<file path="src/rtl/intr_ctrl.sv">
// Interrupt controller: edge-detects per-source requests, latches them as pending,
// and presents the fixed-priority winner to the CPU through a req/ack/done handshake.
module intr_ctrl #(
  parameter int N_SRC = 4,
  parameter int ID_W  = 2
) (
  input  logic              clk,
  input  logic              rst_n,
  input  logic [N_SRC-1:0]  irq,
  input  logic [N_SRC-1:0]  irq_mask,
  input  logic              int_en,
  input  logic              int_ack,
  input  logic              int_done,
  output logic              int_req,
  output logic [ID_W-1:0]   int_id,
  output logic [N_SRC-1:0]  pending,
  output logic [N_SRC-1:0]  overrun
);

  typedef enum logic [1:0] {IDLE, REQ, SERVICE} state_t;

  state_t           state;
  logic [N_SRC-1:0] irq_q;
  logic [N_SRC-1:0] event_v;
  logic [N_SRC-1:0] elig;
  logic [N_SRC-1:0] clr;
  logic [ID_W-1:0]  winner;
  logic             ack_take;

  assign event_v  = irq & ~irq_q;
  assign elig     = pending & irq_mask;
  assign ack_take = (state == REQ) && int_ack;

  always_comb begin
    clr = '0;
    if (ack_take) clr[int_id] = 1'b1;
  end

  // Scan downward so the lowest eligible index is the last one written.
  always_comb begin
    winner = '0;
    for (int i = N_SRC - 1; i >= 0; i--) begin
      if (elig[i]) winner = ID_W'(i);
    end
  end

  // irq_q resets high so a line already asserted at reset release cannot fire.
  always_ff @(posedge clk or negedge rst_n) begin
    if (!rst_n) begin
      irq_q   <= '1;
      pending <= '0;
      overrun <= '0;
    end else begin
      irq_q   <= irq;
      pending <= (pending & ~clr) | event_v;
      overrun <= (overrun & ~clr) | (event_v & pending & ~clr);
    end
  end

  always_ff @(posedge clk or negedge rst_n) begin
    if (!rst_n) begin
      state   <= IDLE;
      int_req <= 1'b0;
      int_id  <= '0;
    end else begin
      case (state)
        IDLE: begin
          if (int_en && (|elig)) begin
            int_id  <= winner;
            state   <= REQ;
            int_req <= 1'b1;
          end
        end
        REQ: begin
          if (int_ack) begin
            state   <= SERVICE;
            int_req <= 1'b0;
          end else if (!int_en || !elig[int_id]) begin
            state   <= IDLE;
            int_req <= 1'b0;
          end
        end
        SERVICE: begin
          if (int_done) state <= IDLE;
        end
        default: begin
          state   <= IDLE;
          int_req <= 1'b0;
        end
      endcase
    end
  end

endmodule

</file>
<file path="config.mk">
export PLATFORM = sky130hd
export DESIGN_NAME = intr_ctrl
export DESIGN_NICKNAME = d
export VERILOG_FILES = /design/src/rtl/intr_ctrl.sv
export SDC_FILE = /design/constraint.sdc
export NUM_CORES = 1
export LEC_CHECK = 0
export CORE_MARGIN = 8
export CORE_UTILIZATION = 46
export CTS_CLUSTER_SIZE = 14
export DETAILED_ROUTE_END_ITERATION = 10
export GPL_TIMING_DRIVEN = 0
export PLACE_DENSITY = 0.8
export SYNTH_ARGS = -nofsm -noshare
export SYNTH_HDL_FRONTEND = slang
export SYNTH_SLANG_ARGS = --single-unit
</file>
<file path="constraint.sdc">
create_clock -name clk -period 2.94 [get_ports clk]
set_clock_uncertainty 0.1 [all_clocks]
set_input_delay 0.588 -clock clk [delete_from_list [all_inputs] [get_ports clk]]
set_output_delay 0.588 -clock clk [all_outputs]
set_load 0.005 [all_outputs]
</file>
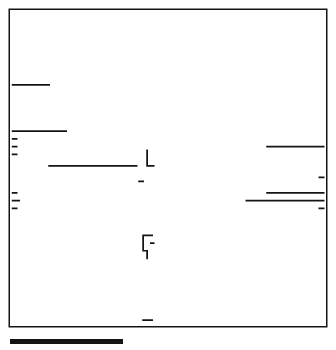
*The metal 3 layer*
The bar under the picture is 20 um long.
- wire length on this layer: 83.8 um
- nets with wire on the layer: 16
- longest straight run: 15.4 um
- share of all routed wire: 5.3%
- main direction: horizontal

==> out/metrics.csv <==
stage,metric,value,unit
outcome,outcome,finished clean,
final_layout,fin_cells,108,
final_layout,layout-drive-gt1-share,12.0,%
final_layout,layout_top_cells,"clkdlybuf4s50_1 (23), dfrtp_1 (13), nand2_1 (8)",
final_layout,flops,17,
final_layout,syn2layout_area_growth,38.2,%
sta,finalHoldViolCount,0,
worst_setup_path,start_kind,flip-flop,
power,seqPwrFrac,45.6,%
routing,top_layer,met4,
clocking,cts.sinks,17,
worst_setup_path,critPathKind,reg -> out,
synthesis,fa_ha_area_share,0,%
placement,place_congestion,0.716,
die,core-area,1490,um^2
routing,drt_wl_total,1580,um
hold_path,hold_end,int_req$_DFFE_PN0P_,
grt,grt_pass1_wl,2550,um
power,comb_cell_power,312,uW
routing,drt_iter0_markers,8,
synthesis,edf_count,0,
power,swShare,31.3,%
synthesis,simple_gate_share,14.3,%
die,io-pin-count,24,
clocking,cts_max_level,1,
sta,tightest_slew,0.734,ns
clocking,cts_root_buf,clkbuf_4,
routing,drc_errors,0,
worst_setup_path,reg2reg_depth,4,
power,p_switching,251,uW
sta,min_period_over_period,68.5,%
power,power,800,uW
synthesis,netlist_area,724,um^2
final_layout,comb_area,264,um^2
sta,finalSetupViolations,0,
sta,period_needed,2.02,ns
hold_path,min_path_cells,1,
final_layout,sh_comb_area,26.4,%
clocking,numCtsBuffers,3,
final_layout,fillers,129,
worst_setup_path,end_kind,primary output,
power,p_clk,123,uW
clocking,cts_resized,0,
final_layout,n_antenna_cell,0,
worst_setup_path,r2r_slack,1.39,ns
clocking,postCtsSetupBuffers,0,
power,p_int,549,uW
final_layout,inverters,5,
routing,drtAntennaViolNets,0,
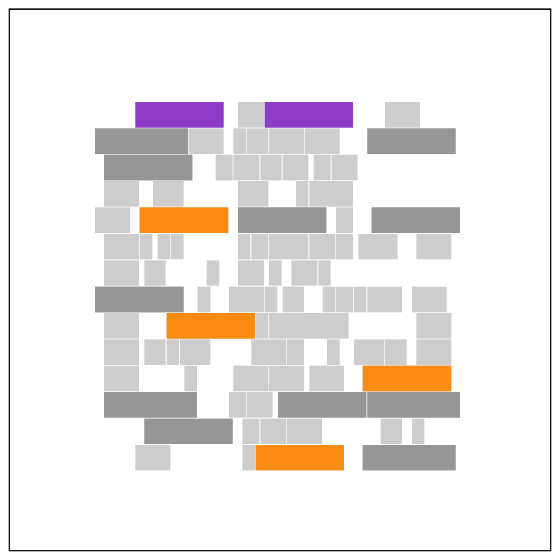
*Sequential cells colored by netlist name*
- orange: `pending` (sequential cells 4)
- purple: `state` (sequential cells 2)
- not colored: 11
Sequential Area: 430 um^2
Seq/total area: 43.0%
P_seq: 365 uW
Finished Core Util: 67.2%

Power figures rest on the tool's default switching activity, not on a simulated workload.
